[src/rtl/spi_frame_arbiter.sv]
// spi_frame_arbiter
// Shares one SPI master between N requesters. A round-robin scan picks a
// winner. The block then issues the master's start strobe and follows the
// master's LOAD line through the frame. When the frame ends it returns the
// received word with a per-requester done pulse. A timeout ends the frame
// if the master never completes it. A fixed idle gap separates frames.

module spi_frame_arbiter #(
    parameter int N           = 4,
    parameter int M           = 9,
    parameter int GAP_CYC     = 50,
    parameter int TIMEOUT_CYC = 2048,
    parameter int PTR_W       = 3
) (
    input  logic           clk,
    input  logic           clr_n,
    input  logic [N-1:0]   req,
    input  logic [N*M-1:0] req_data,
    output logic [N-1:0]   grant,
    output logic [N-1:0]   done,
    output logic [M-1:0]   rx_data,
    output logic           err,
    output logic           busy,
    output logic           spi_st,
    output logic [M-1:0]   spi_di,
    input  logic           spi_load,
    input  logic [M-1:0]   spi_do
);

    // Counters get one bit of headroom beyond their terminal count, so
    // neither of them can wrap.
    localparam int TMO_W = $clog2(TIMEOUT_CYC) + 1;
    localparam int GAP_W = $clog2(GAP_CYC) + 1;

    localparam logic [TMO_W-1:0] TMO_LAST = TMO_W'(TIMEOUT_CYC - 1);
    localparam logic [TMO_W-1:0] TMO_MAX  = '1;
    localparam logic [GAP_W-1:0] GAP_LAST = GAP_W'(GAP_CYC - 1);
    localparam logic [PTR_W-1:0] PTR_RST  = PTR_W'(N - 1);

    typedef enum logic [2:0] {
        S_IDLE      = 3'd0,
        S_START     = 3'd1,
        S_WAIT_LOW  = 3'd2,
        S_WAIT_HIGH = 3'd3,
        S_CAPTURE   = 3'd4,
        S_GAP       = 3'd5
    } state_t;

    state_t           state_reg;
    state_t           state_next;

    logic [PTR_W-1:0] ptr_reg;      // last winner
    logic [PTR_W-1:0] win_reg;      // winner of the frame in flight
    logic [PTR_W-1:0] win_next;     // combinational round-robin pick
    logic [M-1:0]     di_reg;
    logic [TMO_W-1:0] tmo_reg;
    logic [GAP_W-1:0] gap_reg;
    logic [N-1:0]     done_reg;
    logic [M-1:0]     rx_reg;
    logic             err_reg;

    logic [M-1:0]     word [N];
    logic [N-1:0]     above_ptr;
    logic [N-1:0]     req_hi;
    logic [N-1:0]     win_onehot;
    logic [N-1:0]     sel_onehot;
    logic [M-1:0]     sel_data;

    logic             launch;
    logic             in_wait;
    logic             timeout_hit;

    // Per-requester slicing and one-hot decodes.
    generate
        for (genvar gi = 0; gi < N; gi++) begin : g_req
            assign word[gi]       = req_data[gi*M +: M];
            assign above_ptr[gi]  = (PTR_W'(gi) > ptr_reg);
            assign win_onehot[gi] = (win_reg == PTR_W'(gi));
            assign sel_onehot[gi] = (win_next == PTR_W'(gi));
            assign grant[gi]      = spi_st && win_onehot[gi];
        end
    endgenerate

    // Requests strictly above the pointer take priority. If there are none,
    // the scan wraps to the lowest set request.
    assign req_hi = req & above_ptr;

    // Round-robin pick: the lowest set bit of req_hi, otherwise the lowest
    // set bit of req.
    always_comb begin
        win_next = '0;
        for (int i = N - 1; i >= 0; i--) begin
            if (req[i]) begin
                win_next = PTR_W'(i);
            end
        end
        for (int i = N - 1; i >= 0; i--) begin
            if (req_hi[i]) begin
                win_next = PTR_W'(i);
            end
        end
    end

    // Transmit word of the requester that is about to be granted.
    always_comb begin
        sel_data = '0;
        for (int i = 0; i < N; i++) begin
            if (sel_onehot[i]) begin
                sel_data = word[i];
            end
        end
    end

    assign launch  = (state_reg == S_IDLE) && (|req);
    assign in_wait = (state_reg == S_WAIT_LOW) || (state_reg == S_WAIT_HIGH);

    // A LOAD rise seen in WAIT_HIGH is a real completion. It takes
    // precedence over a timeout that expires on the same cycle.
    assign timeout_hit = (tmo_reg == TMO_LAST) &&
                         ((state_reg == S_WAIT_LOW) ||
                          ((state_reg == S_WAIT_HIGH) && !spi_load));

    // State register.
    always_ff @(posedge clk or negedge clr_n) begin
        if (!clr_n) begin
            state_reg <= S_IDLE;
        end else begin
            state_reg <= state_next;
        end
    end

    // Next-state logic for the frame sequencer.
    always_comb begin
        state_next = state_reg;
        case (state_reg)
            S_IDLE: begin
                if (|req) begin
                    state_next = S_START;
                end
            end
            S_START: begin
                state_next = S_WAIT_LOW;
            end
            S_WAIT_LOW: begin
                if (timeout_hit) begin
                    state_next = S_GAP;
                end else if (!spi_load) begin
                    state_next = S_WAIT_HIGH;
                end
            end
            S_WAIT_HIGH: begin
                if (spi_load) begin
                    state_next = S_CAPTURE;
                end else if (timeout_hit) begin
                    state_next = S_GAP;
                end
            end
            S_CAPTURE: begin
                state_next = S_GAP;
            end
            S_GAP: begin
                if (gap_reg == GAP_LAST) begin
                    state_next = S_IDLE;
                end
            end
            default: begin
                state_next = S_IDLE;
            end
        endcase
    end

    // Latch the winner, the pointer and the transmit word on entry to START.
    // spi_di then holds until the next grant.
    always_ff @(posedge clk or negedge clr_n) begin
        if (!clr_n) begin
            ptr_reg <= PTR_RST;
            win_reg <= '0;
            di_reg  <= '0;
        end else if (launch) begin
            ptr_reg <= win_next;
            win_reg <= win_next;
            di_reg  <= sel_data;
        end
    end

    // Frame timeout counter. It is zero during IDLE and counts from the
    // START cycle, so a stuck frame reports done TIMEOUT_CYC cycles after
    // the strobe. It saturates rather than wrapping.
    always_ff @(posedge clk or negedge clr_n) begin
        if (!clr_n) begin
            tmo_reg <= '0;
        end else if ((state_reg == S_START) || in_wait) begin
            if (tmo_reg != TMO_MAX) begin
                tmo_reg <= tmo_reg + TMO_W'(1);
            end
        end else begin
            tmo_reg <= '0;
        end
    end

    // Inter-frame gap counter. It runs only in GAP.
    always_ff @(posedge clk or negedge clr_n) begin
        if (!clr_n) begin
            gap_reg <= '0;
        end else if (state_reg == S_GAP) begin
            if (gap_reg != GAP_LAST) begin
                gap_reg <= gap_reg + GAP_W'(1);
            end
        end else begin
            gap_reg <= '0;
        end
    end

    // Completion outputs. done and err are one-cycle pulses. rx_data is
    // registered on the same edge, so all three are valid together. The
    // capture edge is the second edge after LOAD is seen high, by which time
    // the master has latched its receive word.
    always_ff @(posedge clk or negedge clr_n) begin
        if (!clr_n) begin
            done_reg <= '0;
            rx_reg   <= '0;
            err_reg  <= 1'b0;
        end else begin
            done_reg <= '0;
            err_reg  <= 1'b0;
            if (state_reg == S_CAPTURE) begin
                done_reg <= win_onehot;
                rx_reg   <= spi_do;
            end else if (timeout_hit) begin
                done_reg <= win_onehot;
                rx_reg   <= '0;
                err_reg  <= 1'b1;
            end
        end
    end

    assign spi_st  = (state_reg == S_START);
    assign busy    = (state_reg != S_IDLE);
    assign spi_di  = di_reg;
    assign done    = done_reg;
    assign rx_data = rx_reg;
    assign err     = err_reg;

endmodule
[config.mk]
export PLATFORM = sky130hd
export DESIGN_NAME = spi_frame_arbiter
export DESIGN_NICKNAME = d
export VERILOG_FILES = /design/src/rtl/spi_frame_arbiter.sv
export SDC_FILE = /design/constraint.sdc
export NUM_CORES = 1
export LEC_CHECK = 0
export CAP_MARGIN = 30
export CORE_ASPECT_RATIO = 2
export CORE_MARGIN = 5
export CORE_UTILIZATION = 42
export DETAILED_ROUTE_END_ITERATION = 8
export MAX_ROUTING_LAYER = met4
export PLACE_DENSITY = 0.73
export SETUP_SLACK_MARGIN = 0.02
export SYNTH_ARGS = -nofsm -noshare
export SYNTH_HDL_FRONTEND = slang
export SYNTH_SLANG_ARGS = --single-unit
[constraint.sdc]
create_clock -name clk -period 1.8 [get_ports clk]
set_clock_uncertainty 0.15 [all_clocks]
set_input_delay 0.36 -clock clk [delete_from_list [all_inputs] [get_ports clk]]
set_output_delay 0.36 -clock clk [all_outputs]
set_load 0.05 [all_outputs]
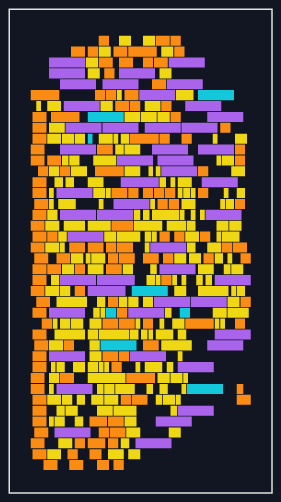
run_1/placement_by_type.png
Drawn at 4 px/um.
| colour | class | cells |
|---|---|---|
| orange | other buffers and delay cells | 130 |
| purple | flops | 49 |
| cyan | clock drivers and dummy loads | 8 |
| yellow | combinational and other logic | 192 |

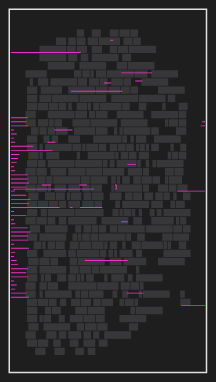
run_1/layer_met3.png
Drawn at 3 px/um.
longest straight run: 26.4 um
share of all routed wire: 4.2%
main direction: horizontal
wire length on this layer: 320 um
nets with wire on the layer: 58

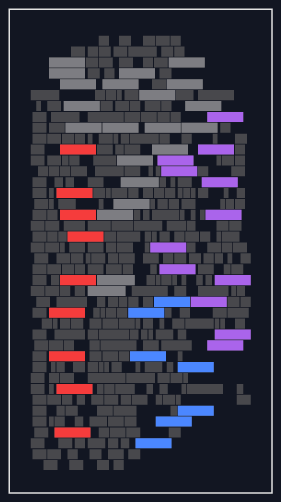
run_1/flops_by_reg.png
Drawn at 4 px/um. Other sequential cells in the stronger grey, the rest of the logic in the fainter grey.
| colour | name in the netlist | sequential cells |
|---|---|---|
| blue | gap_reg | 7 |
| purple | tmo_reg | 12 |
| red | spi_di | 9 |
not coloured: 21

[run 1: worst min-delay path by stage]
stage | slack [ps] | end | start | cells after the start
2_1_floorplan | -90 | done[0] | clr_n | 0
3_3_place_gp | 130 | gap_reg[4] | clr_n | 1
3_5_place_dp | 130 | tmo_reg[1] | clr_n | 1
4_1_cts | 350 | rx_data[2] | rx_data[2] | 1
5_1_grt | 370 | rx_data[7] | rx_data[7] | 1
6_report | 350 | spi_di[1] | clr_n | 2
[run 1: layout make-up]
cell class,count,share of cell area [%]
flip-flops and latches,49,29.0
inverters,7,0.679
repair buffers,130,29.6
clock inverters,2,0.355
multi-input cells,185,35.4
clock buffers,6,3.04
well taps,63,1.86
[run 1: routing by layer]
| metal | vias to the layer above | share of wire [%] |
|---|---|---|
| li1 | 1148 | - |
| met1 | 1181 | 34 |
| met2 | 69 | 59 |
| met3 | 14 | 4.2 |
| met4 | 0 | 2.5 |
| met5 | - | 0 |
[run 1: worst max-delay path: cells and delay by family (launching register included)]
kind                   cells  cell delay [ps]
buffers and inverters      1              160
flip-flops                 1              420
AND/OR/NAND/NOR            2              630
[run 1: logic make-up after synthesis]
logic type | count (synthesis)
xor gates and xnor gates | 13
muxes | 13
AOI/OAI and AO/OA | 53
adders and majority gates | 3
DFF | 49
buffers and inverters | 17
and+or+nand+nor | 101
[run 1: Yosys cell counts (all sizes together) (2+ instances only)]
master,number
a31oi,9
ha,3
o211ai,7
nor3,10
dfstp,2
mux2i,12
nor3b,2
and4,2
xnor2,4
clkbuf,4
nand2b,7
and2,9
xor2,9
a21o,4
inv,7
a22o,9
nor2,31
a21oi,9
dfrtp,47
nand4,6
nand2,19
a21boi,3
nand3,3
and3,2
buf,6
o21ai,4
[run 1: power by group]
part	internal [uW]	switching (uW)
Combinational	1740	2140
Sequential	1430	244
Clock	516	416
Total	3690	2800
[run 1: timing repair]
action | in CTS | in global routing
cloned | 3 | 0
endpoints found under the hold margin | 12 | 0
buffers inserted | 11 | 7
hold buffers | 1 | 0
endpoints found under the setup margin | 29 | 35
pin swaps | 18 | 22
gates resized | 38 | 29
[run 1: through the flow]
step	TNS (ps)	instance area, sq um	power [uW]
6_report	-1460	4240	6500
3_3_place_gp	-7420	3690	4750
4_1_cts	-2480	4100	6260
3_5_place_dp	-8490	3690	4810
5_1_grt	-2550	4240	6840
2_1_floorplan	-159	2630	3700
==> results.tsv, run 1 <==
stage	metric	value	unit
setup_path	max_stage_delay	460	ps
grt	first_global_vias	2539	
clock_tree	h-tree-depth	2	
setup_path	crit_slowest_cell	or3b_4	
grt	grtUsageMet1	18.4	%
place	io_buffers	80	
timing	worst_hold_slack	349	ps
outcome	status	finished, violations left	
synthesis	yosys.area_share.aoi	15.2	%
synthesis	ys_sh_mux	5.12	%
setup_path	r2r_slack	-80	ps
synthesis	synthArstFlopShare	100	%
synthesis	avgSynthCellArea	10.3	sq um
synthesis	edf_count	0	
timing	rsz0062_at_grt	yes	
final_layout	largest_reg_flops	12	
timing	min_period	2020	ps
drt	wl	7.58	mm
synthesis	top_cell_area_share	45.8	%
setup_path	rr_startpoint	ptr_reg[1]	
floorplanning	initial_utilization	42.7	%
synthesis	ys_cells	249	
grt	grt_overflow	0	
timing	slew_headroom	71.3	%
synthesis	yosysUniqueCellTypes	53	
power	p_leak	0.00194	uW
grt	grt_pass1_wl	11.6	mm
final_layout	lay_top_cells	buf_4 (55), dfrtp_1 (46), clkdlybuf4s50_1 (46), nor2_1 (25), nand2_1 (16)	
place	place.gp.congestion	0.827	
timing	final.setup.worst_slack	-218	ps
run	warnings	30	
final_layout	lay_top_count	buf_4	
setup_path	cp.arrival	1510	ps
clock_tree	clk_pin_slew	70	ps
synthesis	synthTopCellsByArea	dfrtp_1 (46%), mux2i_1 (4.7%), nor2_1 (4.4%)	
timing	tightest_slew	428	ps
floorplanning	die_x	65.3	um
synthesis	ys_chip_area	0.00257	sq mm
timing	setup_viol	14	
floorplanning	core-area	0.00601	sq mm
outcome	violations	negative setup slack	
synthesis	yosys_warnings	0	
synthesis	synth_seq_share	47.9	%
final_layout	areaGrowthSynthToFinish	65.0	%
clock_tree	clock_sinks	49	
grt	busiest_layer	met2	
synthesis	netlist_area	0.00257	sq mm
clock_tree	cts_inserted_buffers	5	
run_1/sizes.png
Drawn at 4 px/um.
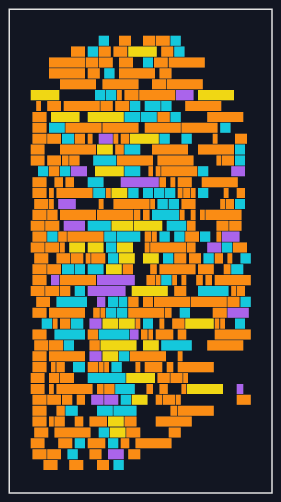

==> inputs of run 2 (changes only) <==
- RECOVER_POWER: default -> 25
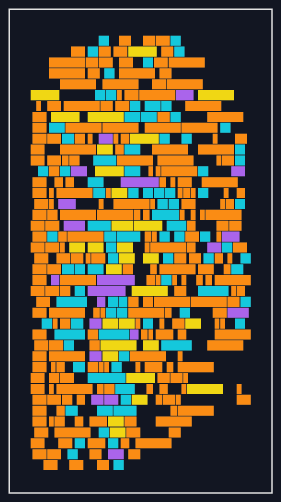
run_2/sizes.png
Drawn at 4 px/um.
| colour | size | cells | share |
|---|---|---|---|
| yellow | _6 and larger | 29 | 7.7% |
| cyan | _3 and _4 cells | 88 | 23% |
| purple | _2 cells | 20 | 5.3% |
| orange | _0 and _1 cells | 242 | 64% |

==> run 2 against run 1 <==
- the run still ends with negative setup slack left
- die area did not move
- via count up 0.12%
- power about the same
- register-to-register slack hardly changed
- clock power is 0.5% higher
- count of clock-buffer cells in the layout is the same
==> results.tsv, run 2 <==
stage	metric	value	unit	change
outcome	status	finished, violations left		
outcome	violations	negative setup slack		
synthesis	ys_chip_area	0.00257	sq mm	unchanged
timing	final.setup.worst_slack	-221	ps	-3.08 ps
power	swShare	43.2	%	+0.092 points
power	power.switching	2810	uW	+0.31%
synthesis	edf_count	0		unchanged
timing	worst_hold_slack	349	ps	-0.0140 ps
place	preCtsSetupSlack	-581	ps	
setup_path	max_stage_delay	460	ps	about the same
setup_path	crit_chain	or3b_4, nor3_4, buf_12		
floorplanning	initial_utilization	42.7	%	unchanged
synthesis	yosys_most_used_dff	dfrtp_1		
drt	wl_per_cell	17.2	um	
clock_tree	h-tree-depth	2		unchanged
place	place.gp.congestion	0.827		unchanged
power	powerDensity	1540	mW/mm^2	
grt	grt_overflow	0		unchanged
synthesis	yosysUniqueCellTypes	53		unchanged
setup_path	cp.arrival	1510	ps	about the same
grt	first_global_vias	2539		unchanged
clock_tree	clk_pin_slew	70	ps	about the same
clock_tree	clock_sinks	49		unchanged
place	placed_area	0.00369	sq mm	unchanged
grt	track_usage	19.9	%	
power	p_leak	0.00194	uW	-0.31%
final_layout	areaGrowthSynthToFinish	64.6	%	
synthesis	top_cell	dfrtp_1		
timing	tightest_slew	819	ps	+390 ps
floorplanning	die_x	65.3	um	unchanged
power	comb_power_share	59.8	%	about the same
clock_tree	clock_latency	300	ps	
drt	wl	7.60	mm	+0.26%
synthesis	common_cells	dfrtp_1 (47), nor2_1 (30), nand2_1 (17)		
floorplanning	core-area	0.00601	sq mm	unchanged
run	warnings	30		unchanged
setup_path	cp_max_fo	5		
final_layout	finalInstanceArea	0.00423	sq mm	-0.24%
final_layout	fin_nets	433		
synthesis	synthArstFlopShare	100	%	unchanged
drt	drt-initial-drc-count	57		
timing	setup-tns-final	-1460	ps	+3.11 ps
final_layout	lay_top_cells	buf_4 (55), dfrtp_1 (46), clkdlybuf4s50_1 (46), nor2_1 (25)		
grt	grt_pass1_wl	11.6	mm	unchanged
drt	drt.antenna.violating_nets	0		
synthesis	yosys_warnings	0		unchanged
synthesis	netlist_area	0.00257	sq mm	unchanged
synthesis	synth_seq_share	47.9	%	unchanged
setup_path	end_kind	primary output		
synthesis	ys_cells	249		unchanged
floorplanning	rows	40		
final_layout	largest_reg_flops	12		unchanged
drt	post-route-drc-count	0		
synthesis	top_area_cell	dfrtp_1		
place	io_buffers	80		unchanged
timing	slew_headroom	45.4	%	-26 points
final_layout	lay_top_count	buf_4		
run	drv_cap	0		
synthesis	top_cell_area_share	45.8	%	unchanged
clock_tree	cts_inserted_buffers	5		unchanged
final_layout	final_util	70.4	%	
power	pwr-share-clk	14.4	%	about the same
timing	max_freq	0.495	GHz	
power	p_int	3690	uW	about the same
power	pwr-share-seq	25.8	%	about the same
timing	setup_viol	14		unchanged
timing	min_period	2020	ps	+3.08 ps
drt	vias_per_cell	5.46		
setup_path	crit_slowest_cell	or3b_4		
synthesis	avgSynthCellArea	10.3	sq um	unchanged
timing	rsz0062_at_grt	yes		
synthesis	synthTopCellsByArea	dfrtp_1 (46%), mux2i_1 (4.7%), nor2_1 (4.4%)		
## run 2: netlist changes by cell type in the layout (fill, tap and decap cells not counted), sizes merged
cell,change
buf,-1
clkbuf,+1
## run 2: final cells by class
type,count,area (sq um)
Inverter,7,28.8
Clock buffer,6,129
Sequential cell,49,1230
Tap cell,63,78.8
Multi-Input combinational cell,185,1500
Timing Repair Buffer,130,1240
Fill cell,448,1780
Clock inverter,2,15.0
## run 2: stage by stage
stage	std cells	total power [uW]
floorplan	249	3700
global route	442	6840
global placement	415	4750
CTS	438	6260
finish	442	6500
detailed placement	415	4810
## run 2: power groups by stage
stage	clock (uW)	combinational, uW	sequential [uW]
CTS	957	3640	1660
detailed placement	0	3120	1690
finish	937	3890	1680
floorplan	0	1410	2290
global route	1000	4120	1720
global placement	0	3070	1680
## run 2: worst paths after layout
check	startpoint	to	slack, ps	cells after the start
max in group asynchronous	clr_n	ptr_reg[1]	130	3
min in group asynchronous	clr_n	spi_di[1]	520	2
max	state_reg[2]	grant[0]	-220	3
min	rx_data[5]	rx_data[5]	350	1
min reg2reg	rx_data[5]	rx_data[5]	350	1
max reg2reg	ptr_reg[1]	spi_di[1]	-80	9
## run 2: metal layers
layer  vias to the layer above  GRT usage (%)  part of all wire (%)  wire length (um)
met4                         0           10.3                   2.5               193
li1                       1149              -                     -                 -
met5                         -              -                     0                 0
met1                      1187           18.4                    34              2570
met3                        14           4.09                   4.2               319
met2                        65           37.0                    59              4520
## run 2: cell families after synthesis
family | count (synthesis) | share of synthesized area [%]
buf+inv | 17 | 3.12
mux | 13 | 5.12
flops | 49 | 47.9
fa+ha+maj | 3 | 1.46
xor+xnor | 13 | 4.43
simple gates | 101 | 22.9
compound gates | 53 | 15.2
## run 2: critical path, delay by kind of cell (launching register included)
kind	cells	cell delay, ps
flip-flops	1	420
AND/OR/NAND/NOR	2	630
buffers and inverters	1	160
## run 2: what timing repair did
item	4_1_cts	5_1_grt
setup buffers	11	7
pin swaps	18	22
hold buffers	1	0
endpoints found under the setup margin	29	35
endpoints found under the hold margin	12	0
gates resized	38	29
cloned	3	0
run_2/layer_met3.png
Drawn at 3 px/um.
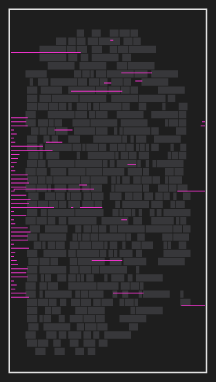

==> inputs of run 3 (changes only) <==
- GPL_TIMING_DRIVEN: default -> 0
- HOLD_SLACK_MARGIN: default -> 0.15
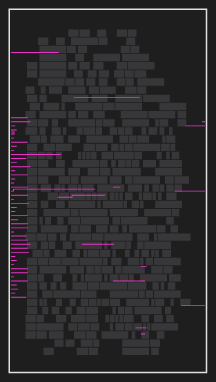
run_3/layer_met3.png
Drawn at 3 px/um.
wire length on this layer: 293 um
main direction: horizontal
share of all routed wire: 3.8%
nets with wire on the layer: 53
longest straight run: 27.1 um
Via Count: 2,394
met3 usage: 4.00%
detailed-route wire length: 7.63 mm

==> run 3 against run 2 <==
- the flow still finishes with violations (negative setup slack)
- area after synthesis did not move
- sequential share of layout area down 0.36 points
- sequential cell count is the same
- sequential power hardly changed
- highest routed layer unchanged
- critical path depth is the same
- worst hold slack worse by 5.0 ps
- combinational power decreased by 8.2%
- count of clock-buffer cells in the layout rose by 1
- clock power grew about 20%
- final cell count grew 0.45%
==> results.tsv, run 3 <==
stage	metric	value	unit	change
synthesis	edf_count	0		unchanged
place	io_buffers	80		unchanged
floorplanning	rows	40		unchanged
synthesis	yosysUniqueCellTypes	53		unchanged
synthesis	yosys_warnings	0		unchanged
run	warnings	30		unchanged
final_layout	lay_top_count	clkdlybuf4s50_1		
drt	wl_per_cell	17.2	um	-0.12%
floorplanning	initial_utilization	42.7	%	unchanged
timing	final.setup.worst_slack	-257	ps	-36.5 ps
outcome	status	finished, violations left		
drt	dr_wl_met3	292	um	-8.5%
final_layout	areaGrowthSynthToFinish	67.2	%	
synthesis	avgSynthCellArea	10.3	sq um	unchanged
timing	tightest_slew	755	ps	-63.7 ps
setup_path	end_kind	primary output		
clock_tree	cts_inserted_buffers	5		unchanged
drt	met1Wirelength	2.58	mm	+0.27%
synthesis	top_area_cell	dfrtp_1		
timing	worst_hold_slack	344	ps	-4.98 ps
drt	wl_met2	4.63	mm	+2.3%
grt	grt_overflow	0		unchanged
drt	post-route-drc-count	0		unchanged
timing	setup-tns-final	-2600	ps	-1150 ps
synthesis	top_cell_area_share	45.8	%	unchanged
outcome	violations	negative setup slack		
synthesis	synth_seq_share	47.9	%	unchanged
floorplanning	core-area	0.00601	sq mm	unchanged
drt	drt-initial-drc-count	74		+30%
final_layout	fin_nets	435		+0.46%
timing	min_period	2060	ps	+36.5 ps
final_layout	largest_reg_flops	12		unchanged
clock_tree	clk_pin_slew	60	ps	about the same
run	drv_cap	0		unchanged
synthesis	top_cell	dfrtp_1		
final_layout	nFillCells	470		+4.9%
floorplanning	die_x	65.3	um	unchanged
clock_tree	clock_sinks	49		unchanged
timing	setup_viol	25		+11
clock_tree	clock_latency	290	ps	about the same
place	place.gp.congestion	0.827		about the same
synthesis	ys_cells	249		unchanged
grt	first_global_vias	2532		-0.28%
synthesis	common_cells	dfrtp_1 (47), nor2_1 (30), nand2_1 (17)		
synthesis	synthTopCellsByArea	dfrtp_1 (46%), mux2i_1 (4.7%), nor2_1 (4.4%)		
synthesis	ys_chip_area	0.00257	sq mm	unchanged
power	powerDensity	1480	mW/mm^2	-4.0%
drt	drt.antenna.violating_nets	0		unchanged
grt	grt_pass1_wl	11.9	mm	+1.9%
final_layout	finalInstanceArea	0.00429	sq mm	+1.6%
run 3: final cells by class:
type                    count  area, sq um  area share [%]
flip-flops and latches     49         1230            28.7
multi-input cells         183         1520            35.4
clock inverters             1         30.0           0.700
plain buffers               8         83.8            1.95
well taps                  63         78.8            1.84
inverters                   7         26.3           0.612
repair buffers            126         1180            27.4
clock buffers               7          143            3.32
run 3: logic make-up (layout without fill, tap and decap cells):
| family | after synthesis | after routing | synth area share, % |
|---|---|---|---|
| buf+inv | 17 | 149 | 3.12 |
| mux | 13 | 13 | 5.12 |
| simple gates | 101 | 101 | 22.9 |
| flops | 49 | 49 | 47.9 |
| fa+ha+maj | 3 | 3 | 1.46 |
| xor+xnor | 13 | 13 | 4.43 |
| compound gates | 53 | 53 | 15.2 |
run 3: final timing paths:
check	slack, ps	depth (start not counted)	startpoint	end
hold / removal	340	1	rx_data[1]	rx_data[1]
max in group asynchronous	190	3	clr_n	ptr_reg[0]
min in group asynchronous	490	2	clr_n	tmo_reg[10]
setup reg to reg	-120	8	ptr_reg[1]	spi_di[6]
hold reg to reg	340	1	rx_data[1]	rx_data[1]
setup / recovery	-260	3	state_reg[2]	grant[0]
run 3: worst max-delay path, stage by stage, from the launching register on:
cell     delay, ps
dfrtp_2        430
or3b_4         480
nor3_4         160
buf_6          180
run 3: metrics by stage:
stage,setup slack [ps],cells
after floorplan,-148,249
after global placement,-1220,392
after detailed placement,-725,393
after CTS,-320,421
after global routing,-319,444
final,-257,444
run 3: layer usage:
metal	vias to the layer above	global-route usage, %
li1	1149	-
met1	1177	19.7
met2	59	37.9
met3	9	4.00
met4	0	7.53
met5	-	-
run 3: timing repair:
action,4_1_cts,5_1_grt
setup endpoints to repair,57,44
pin swaps,21,26
buffers inserted,18,24
hold buffers,1,0
resized,109,44
endpoints found under the hold margin,17,0
cloned,2,1
run 3: power by group:
part | total (uW) | internal, uW | switching (uW) | leakage (uW)
Clock | 1100 | 695 | 403 | 0.0000841
Combinational | 3570 | 1480 | 2090 | 0.00127
Sequential | 1670 | 1430 | 237 | 0.000631
Power and IR drop assume default switching activity.
